==> images/layers.png <==
Two of the layers only.
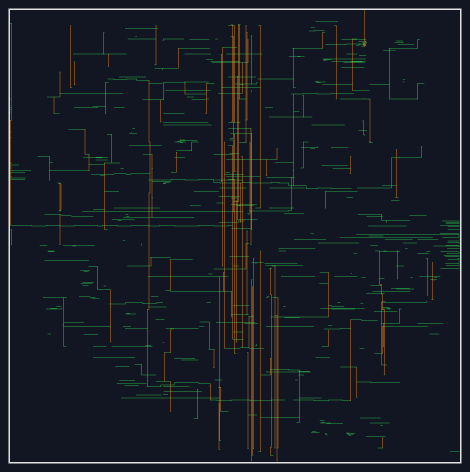
==> images/floorplan.png <==
Bar = 100 um. Pins as bars on the die edge.
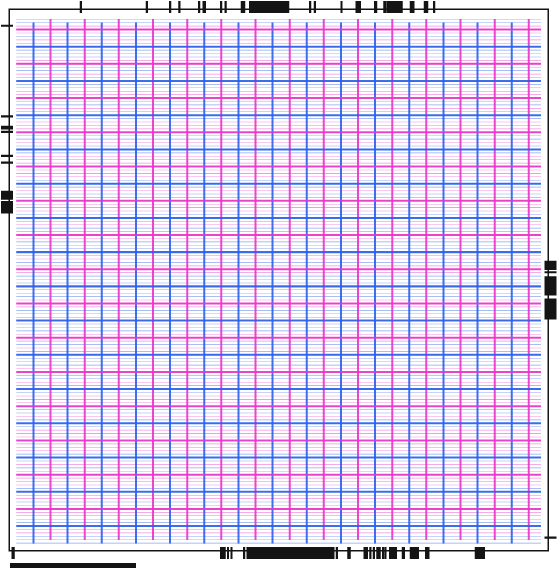
==> images/clock_wires.png <==
Bar = 100 um.
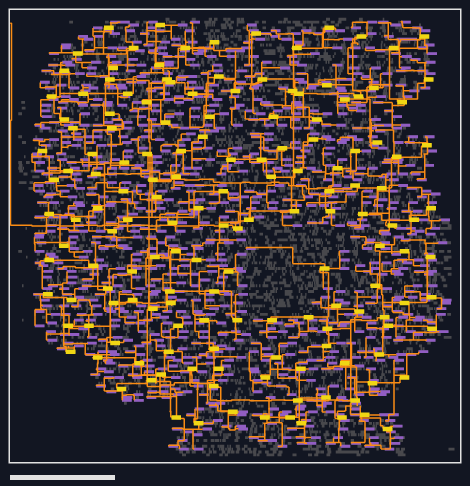
==> images/placed.png <==
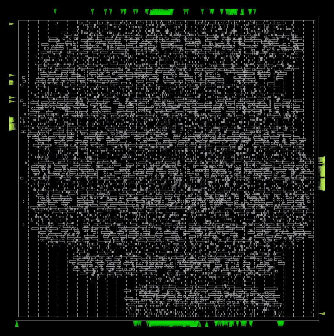
==> images/class_map.png <==
Bar = 100 um.
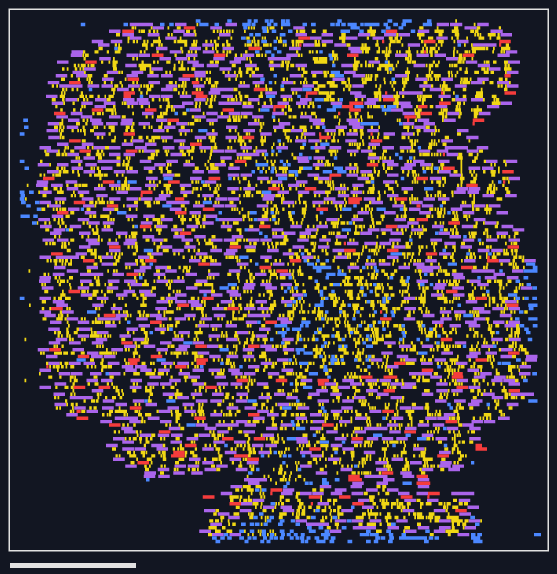
[config.mk]
export PLATFORM = sky130hd
export DESIGN_NAME = branch_predictor_flat
export DESIGN_NICKNAME = d
export VERILOG_FILES = /design/src/rtl/bp_pkg.sv /design/src/rtl/branch_predictor_if.sv /design/src/rtl/bp_btb.sv /design/src/rtl/branch_predictor.sv /design/src/flat_wrapper.sv
export SDC_FILE = /design/constraint.sdc
export NUM_CORES = 2
export LEC_CHECK = 0
export ABC_AREA = 1
export CORE_AREA = 5 5 422 424
export CTS_CLUSTER_SIZE = 8
export DETAILED_ROUTE_END_ITERATION = 12
export DIE_AREA = 0 0 427 429
export HOLD_SLACK_MARGIN = 0.06
export PLACE_DENSITY = 0.42
export SLEW_MARGIN = 10
export SYNTH_ARGS = -nofsm -noshare
export SYNTH_HDL_FRONTEND = slang
export SYNTH_SLANG_ARGS = --single-unit
[constraint.sdc]
create_clock -name clk -period 5.6 [get_ports clk]
set_input_delay 1.12 -clock clk [delete_from_list [all_inputs] [get_ports clk]]
set_output_delay 1.12 -clock clk [all_outputs]
set_load 0.02 [all_outputs]
[src/rtl/bp_pkg.sv]
// Shared types and sizing for the gshare branch predictor and its BTB.
// Index widths are fixed to match the pht_idx field carried down the pipeline.
package bp_pkg;

    localparam int PHT_IDX_W = 5;
    localparam int BTB_IDX_W = 4;
    localparam int BTB_TAG_W = 32 - BTB_IDX_W - 2;
    localparam int PHT_SIZE  = 1 << PHT_IDX_W;
    localparam int BTB_SIZE  = 1 << BTB_IDX_W;

    typedef struct packed {
        logic                 valid;
        logic [BTB_TAG_W-1:0] tag;
        logic [31:0]          target;
    } btb_entry_t;

    typedef enum logic [1:0] {
        SNT = 2'd0,
        WNT = 2'd1,
        WT  = 2'd2,
        ST  = 2'd3
    } ctr2_t;

    // Two-bit saturating counter step; never wraps at either end.
    function automatic ctr2_t ctr_next(input ctr2_t ctr, input logic taken);
        ctr2_t nxt;
        nxt = ctr;
        case (ctr)
            SNT:     nxt = taken ? WNT : SNT;
            WNT:     nxt = taken ? WT  : SNT;
            WT:      nxt = taken ? ST  : WNT;
            ST:      nxt = taken ? ST  : WT;
            default: nxt = WNT;
        endcase
        return nxt;
    endfunction

endpackage

[src/rtl/branch_predictor_if.sv]
// Fetch-lookup and execute-update bundle between the pipeline and the predictor.
// The pipeline side is the master; the predictor is the slave.
interface branch_predictor_if;
    import bp_pkg::*;

    logic [31:0]          F_PC;
    logic                 F_pred_taken;
    logic [PHT_IDX_W-1:0] F_pht_idx;
    logic                 F_btb_hit;
    logic [31:0]          F_btb_target;
    logic [31:0]          F_next_pc;

    logic                 E_upd_valid;
    logic                 E_upd_cond;
    logic                 E_upd_taken;
    logic [PHT_IDX_W-1:0] E_upd_pht_idx;
    logic [31:0]          E_upd_PC;
    logic [31:0]          E_upd_target;
    logic                 E_upd_mispredict;

    modport master (
        output F_PC,
        input  F_pred_taken, F_pht_idx, F_btb_hit, F_btb_target, F_next_pc,
        output E_upd_valid, E_upd_cond, E_upd_taken, E_upd_pht_idx,
        output E_upd_PC, E_upd_target, E_upd_mispredict
    );

    modport slave (
        input  F_PC,
        output F_pred_taken, F_pht_idx, F_btb_hit, F_btb_target, F_next_pc,
        input  E_upd_valid, E_upd_cond, E_upd_taken, E_upd_pht_idx,
        input  E_upd_PC, E_upd_target, E_upd_mispredict
    );

endinterface

[src/rtl/bp_btb.sv]
// Direct-mapped branch target buffer: combinational read, one registered write port.
// A write in the same cycle as a read of that entry is not bypassed to the read.
module bp_btb
    import bp_pkg::*;
(
    input  logic                 clk,
    input  logic                 rst_n,
    input  logic [BTB_IDX_W-1:0] rd_idx,
    output btb_entry_t           rd_entry,
    input  logic                 wr_en,
    input  logic [BTB_IDX_W-1:0] wr_idx,
    input  btb_entry_t           wr_entry
);

    btb_entry_t entry_arr [BTB_SIZE];

    generate
        for (genvar gi = 0; gi < BTB_SIZE; gi++) begin : g_entry
            btb_entry_t entry_reg;

            always_ff @(posedge clk or negedge rst_n) begin
                if (!rst_n) begin
                    entry_reg <= '0;
                end else if (wr_en && (wr_idx == BTB_IDX_W'(gi))) begin
                    entry_reg <= wr_entry;
                end
            end

            assign entry_arr[gi] = entry_reg;
        end
    endgenerate

    assign rd_entry = entry_arr[rd_idx];

endmodule

[src/rtl/branch_predictor.sv]
// Fetch-stage gshare direction predictor with a direct-mapped BTB, trained
// non-speculatively from execute-stage resolution, plus saturating perf counters.
module branch_predictor
    import bp_pkg::*;
#(
    parameter int CNT_W = 32
) (
    input  logic             clk,
    input  logic             rst_n,
    branch_predictor_if.slave bp,
    output logic [CNT_W-1:0] br_count,
    output logic [CNT_W-1:0] mispred_count
);

    logic [PHT_IDX_W-1:0] ghr_reg;
    logic [PHT_IDX_W-1:0] ghr_next;
    logic [CNT_W-1:0]     br_count_reg;
    logic [CNT_W-1:0]     br_count_next;
    logic [CNT_W-1:0]     mispred_count_reg;
    logic [CNT_W-1:0]     mispred_count_next;

    ctr2_t                pht_arr [PHT_SIZE];
    logic [PHT_IDX_W-1:0] lookup_idx;
    logic [1:0]           lookup_ctr;
    logic                 pht_upd;

    logic [BTB_IDX_W-1:0] btb_rd_idx;
    logic [BTB_IDX_W-1:0] btb_wr_idx;
    btb_entry_t           btb_rd_entry;
    btb_entry_t           btb_wr_entry;
    logic                 btb_wr_en;
    logic                 btb_hit;
    logic                 pred_taken;

    // ------------------------------------------------------------------
    // Lookup path (pure combinational, reads pre-update state)
    // ------------------------------------------------------------------
    assign lookup_idx = bp.F_PC[PHT_IDX_W+1:2] ^ ghr_reg;
    assign lookup_ctr = pht_arr[lookup_idx];
    assign btb_rd_idx = bp.F_PC[BTB_IDX_W+1:2];
    assign btb_hit    = btb_rd_entry.valid &&
                        (btb_rd_entry.tag == bp.F_PC[31:BTB_IDX_W+2]);
    // Without a target there is nowhere to redirect, so a miss is never taken.
    assign pred_taken = btb_hit && lookup_ctr[1];

    assign bp.F_pred_taken = pred_taken;
    assign bp.F_pht_idx    = lookup_idx;
    assign bp.F_btb_hit    = btb_hit;
    assign bp.F_btb_target = btb_hit ? btb_rd_entry.target : 32'h0;
    assign bp.F_next_pc    = pred_taken ? btb_rd_entry.target : (bp.F_PC + 32'd4);

    // ------------------------------------------------------------------
    // Pattern history table
    // ------------------------------------------------------------------
    assign pht_upd = bp.E_upd_valid && bp.E_upd_cond;

    generate
        for (genvar gi = 0; gi < PHT_SIZE; gi++) begin : g_pht
            ctr2_t ctr_reg;

            always_ff @(posedge clk or negedge rst_n) begin
                if (!rst_n) begin
                    ctr_reg <= WNT;
                end else if (pht_upd && (bp.E_upd_pht_idx == PHT_IDX_W'(gi))) begin
                    ctr_reg <= ctr_next(ctr_reg, bp.E_upd_taken);
                end
            end

            assign pht_arr[gi] = ctr_reg;
        end
    endgenerate

    // ------------------------------------------------------------------
    // Branch target buffer; only taken outcomes carry a useful target
    // ------------------------------------------------------------------
    assign btb_wr_en           = bp.E_upd_valid && bp.E_upd_taken;
    assign btb_wr_idx          = bp.E_upd_PC[BTB_IDX_W+1:2];
    assign btb_wr_entry.valid  = 1'b1;
    assign btb_wr_entry.tag    = bp.E_upd_PC[31:BTB_IDX_W+2];
    assign btb_wr_entry.target = bp.E_upd_target;

    bp_btb u_btb (
        .clk      (clk),
        .rst_n    (rst_n),
        .rd_idx   (btb_rd_idx),
        .rd_entry (btb_rd_entry),
        .wr_en    (btb_wr_en),
        .wr_idx   (btb_wr_idx),
        .wr_entry (btb_wr_entry)
    );

    // ------------------------------------------------------------------
    // Global history and performance counters
    // ------------------------------------------------------------------
    always_comb begin
        ghr_next           = ghr_reg;
        br_count_next      = br_count_reg;
        mispred_count_next = mispred_count_reg;
        if (pht_upd) begin
            ghr_next = {ghr_reg[PHT_IDX_W-2:0], bp.E_upd_taken};
        end
        if (bp.E_upd_valid) begin
            if (br_count_reg != {CNT_W{1'b1}}) begin
                br_count_next = br_count_reg + CNT_W'(1);
            end
            if (bp.E_upd_mispredict && (mispred_count_reg != {CNT_W{1'b1}})) begin
                mispred_count_next = mispred_count_reg + CNT_W'(1);
            end
        end
    end

    always_ff @(posedge clk or negedge rst_n) begin
        if (!rst_n) begin
            ghr_reg           <= '0;
            br_count_reg      <= '0;
            mispred_count_reg <= '0;
        end else begin
            ghr_reg           <= ghr_next;
            br_count_reg      <= br_count_next;
            mispred_count_reg <= mispred_count_next;
        end
    end

    assign br_count      = br_count_reg;
    assign mispred_count = mispred_count_reg;

    // Word-aligned PCs: the byte-offset bits carry no information here.
    logic unused_pc_bits;
    assign unused_pc_bits = &{1'b0, bp.F_PC[1:0], bp.E_upd_PC[1:0]};

endmodule
[src/flat_wrapper.sv]
// flat-port wrapper written by rule: the top's interface ports become plain ports
module branch_predictor_flat import bp_pkg::*;
#(
    parameter int CNT_W = 32
)
  (clk, rst_n, br_count, mispred_count, bp_F_PC, bp_F_pred_taken, bp_F_pht_idx, bp_F_btb_hit, bp_F_btb_target, bp_F_next_pc, bp_E_upd_valid, bp_E_upd_cond, bp_E_upd_taken, bp_E_upd_pht_idx, bp_E_upd_PC, bp_E_upd_target, bp_E_upd_mispredict);
  branch_predictor_if bp_i ();
  input  logic clk;
  input  logic rst_n;
  output logic [CNT_W-1:0] br_count;
  output logic [CNT_W-1:0] mispred_count;
  input wire logic [$bits(bp_i.F_PC)-1:0] bp_F_PC;
  output wire logic [$bits(bp_i.F_pred_taken)-1:0] bp_F_pred_taken;
  output wire logic [$bits(bp_i.F_pht_idx)-1:0] bp_F_pht_idx;
  output wire logic [$bits(bp_i.F_btb_hit)-1:0] bp_F_btb_hit;
  output wire logic [$bits(bp_i.F_btb_target)-1:0] bp_F_btb_target;
  output wire logic [$bits(bp_i.F_next_pc)-1:0] bp_F_next_pc;
  input wire logic [$bits(bp_i.E_upd_valid)-1:0] bp_E_upd_valid;
  input wire logic [$bits(bp_i.E_upd_cond)-1:0] bp_E_upd_cond;
  input wire logic [$bits(bp_i.E_upd_taken)-1:0] bp_E_upd_taken;
  input wire logic [$bits(bp_i.E_upd_pht_idx)-1:0] bp_E_upd_pht_idx;
  input wire logic [$bits(bp_i.E_upd_PC)-1:0] bp_E_upd_PC;
  input wire logic [$bits(bp_i.E_upd_target)-1:0] bp_E_upd_target;
  input wire logic [$bits(bp_i.E_upd_mispredict)-1:0] bp_E_upd_mispredict;
  assign bp_i.F_PC = bp_F_PC;
  assign bp_F_pred_taken = bp_i.F_pred_taken;
  assign bp_F_pht_idx = bp_i.F_pht_idx;
  assign bp_F_btb_hit = bp_i.F_btb_hit;
  assign bp_F_btb_target = bp_i.F_btb_target;
  assign bp_F_next_pc = bp_i.F_next_pc;
  assign bp_i.E_upd_valid = bp_E_upd_valid;
  assign bp_i.E_upd_cond = bp_E_upd_cond;
  assign bp_i.E_upd_taken = bp_E_upd_taken;
  assign bp_i.E_upd_pht_idx = bp_E_upd_pht_idx;
  assign bp_i.E_upd_PC = bp_E_upd_PC;
  assign bp_i.E_upd_target = bp_E_upd_target;
  assign bp_i.E_upd_mispredict = bp_E_upd_mispredict;
  branch_predictor #(.CNT_W(CNT_W)) u_core (.clk(clk), .rst_n(rst_n), .bp(bp_i), .br_count(br_count), .mispred_count(mispred_count));
endmodule
==> summary.rpt <==
IMPLEMENTATION SUMMARY REPORT
----------------------------------------------------
[Status]
  Result of the run ........................ finished, final reports clean

[Layout]
  Fill cells ........................ around 19000
  Buffers outside the clock class ........................ approximately 530
  Gate Area ........................ roughly 21000 um2
  Nets@finish ........................ approximately 7000
  Number of non-clock inverters in the layout ........................ approximately 540
  Number of clock buffers in the layout ........................ about 180
  Clock-cell share of area ........................ 0.0698
  Antenna cell count ........................ 3
  Count of placed standard cells in the final layout, fillers left out ........................ between 9000 and 10000
  Largest register FFs ........................ about 940
  Fraction of layout cells with a size suffix above 1 ........................ 0.0839
  Total non-filler cell area in the finished layout ........................ roughly 63000 um2

[Placed design]
  Setup WS pre-CTS ........................ -154 ps
  Number of placed instances, taps included ........................ ~9000

[Floorplan]
  I/O pins ........................ about 240

[Timing]
  Finish-stage setup viols ........................ 0
  Total count of max-transition violations in the final report ........................ 0
  Upper clock frequency limit ........................ 184 MHz
  Worst setup margin ........................ between 150 and 200 ps
  Worst-margin pin slew ........................ approximately 1200 ps
  Final period demand of the worst path ........................ approximately 5400 ps
  Min Hold Slack ........................ 448 ps

[Job]
  OpenROAD warning count ........................ approximately 53
  Number of max-cap violations ........................ 0

[Routing]
  Pre-Repair DR Iteration Count ........................ 6
  Routed wirelength normalized by instance count ........................ between 20 and 25 um
  Remaining routing DRC violations ........................ 0
  Count of vias placed by the detailed router ........................ about 45000

[Setup path]
  Required time of the critical path ........................ between 4000 and 5000 ps
  Critical path peak fanout ........................ roughly 57
  Reg-to-Reg End ........................ u_core.br_count[30]
  Reg-to-reg critical path startpoint ........................ u_core.br_count[0]
  Capturing element of the worst setup path ........................ bp_F_next_pc[17]

[Logic synthesis]
  # Cells Yosys ........................ 6655
  Count of library flops with an enable pin ........................ 0
  Syn Inst Count ........................ between 6000 and 7000
  Unique cell type count in the Yosys netlist ........................ around 41

[Global routing]
  Gr usage total ........................ 0.212
  Initial antenna violation count ........................ 4

[Min path]
  Hold Crit Class ........................ flop to flop
  Hold path startpoint ........................ u_core.u_btb.entry_arr[943]

[Pwr]
  Net switching fraction of the power ........................ 0.300
  Clock network power share ........................ 0.393
  Overall power consumption ........................ approximately 22 mW
  Combinational share of power ........................ 0.164
  Proportion of power drawn by flip-flops and latches ........................ 0.443

[Clock network]
  Number of hold buffers added after cts ........................ 0
  CTS sink cnt ........................ around 1100

----------------------------------------------------
About layers.png:
layer	color	wire length
M4	orange	7230 um
M3	green	7300 um

About floorplan.png:
net	color
VDD	magenta
VSS	blue
met4 straps	30
met1 rails	154
rows	153

About clock_wires.png:
[clock-net drivers] yellow | count: 155
[clock wires] orange | length: 17700 um
[flip-flops] purple | count: 1077
flops lie	spread over the die

About placed.png:
flop count: 1077
sequential share of cell area: 0.431
area of the core region: 173000 um2

About class_map.png:
class	color	cells	share of their area
registers	purple	1077	45%
clock drivers and dummy loads	red	199	7.3%
remaining logic cells	yellow	5113	38%
remaining buffers and delay cells	blue	533	9.1%

==> critical path, stage by stage <==
cell and delay [ps]:
buf_8 140, inv_16 240, buf_12 210, nand2_1 60, nand2_1 110, buf_12 170
inv_2 120, o211ai_1 250, nand3_1 160, nand3_1 100, a21oi_1 100, a21oi_4 350
buf_4 310, buf_4 180, nand3_1 110, buf_4 160, nand2_1 50, nand2_1 110
buf_12 170
==> layer usage <==
layer	global-route usage	routed length, um	vias up
met5	0	0	-
met4	0.0748	7230	0
met3	0.0288	7300	280
met2	0.354	93900	894
met1	0.282	87700	21900
li1	-	-	21800
==> synthesized netlist by cell type (all sizes together) (4+ instances only) <==
cell       n  area (um2)
o31ai      7        52.6
o221ai    52         455
a31oi     19         119
buf      111         674
nand4     15        93.8
a22o      19         166
o211ai    29         223
a22oi      4        30.0
dfstp     32         841
nor3      29         150
o22ai     76         475
nand3    343        1730
nand2   2042        7670
dfrtp   1045       26200
xor2      66         578
a21oi     17        88.8
nand3b     4        30.0
clkbuf   354        1330
inv      539        2030
nor2     484        1820
o21ai   1329        6650
xnor2     25         226
nor4       4        25.0
==> layout by cell type, fill, tap and decap left out, drive strengths merged <==
cell type / n
nand3b: 4
clkinv: 15
dfrtp: 1045
xnor2: 25
nor3: 29
clkdlybuf4s50: 169
a31oi: 19
xor2: 66
ha: 3
a22o: 19
diode: 3
o31ai: 7
nor2: 484
dlygate4sd2: 41
nand2: 2042
o21ai: 1329
dlymetal6s2s: 5
a21oi: 17
mux2: 1
o211ai: 29
o21bai: 1
a22oi: 4
inv: 543
clkbuf: 183
o221ai: 52
o22ai: 76
a211oi: 3
dfstp: 32
nand3: 343
nand4: 15
nor4: 4
buf: 317
Power figures rest on the tool's default switching activity, not on a simulated workload.
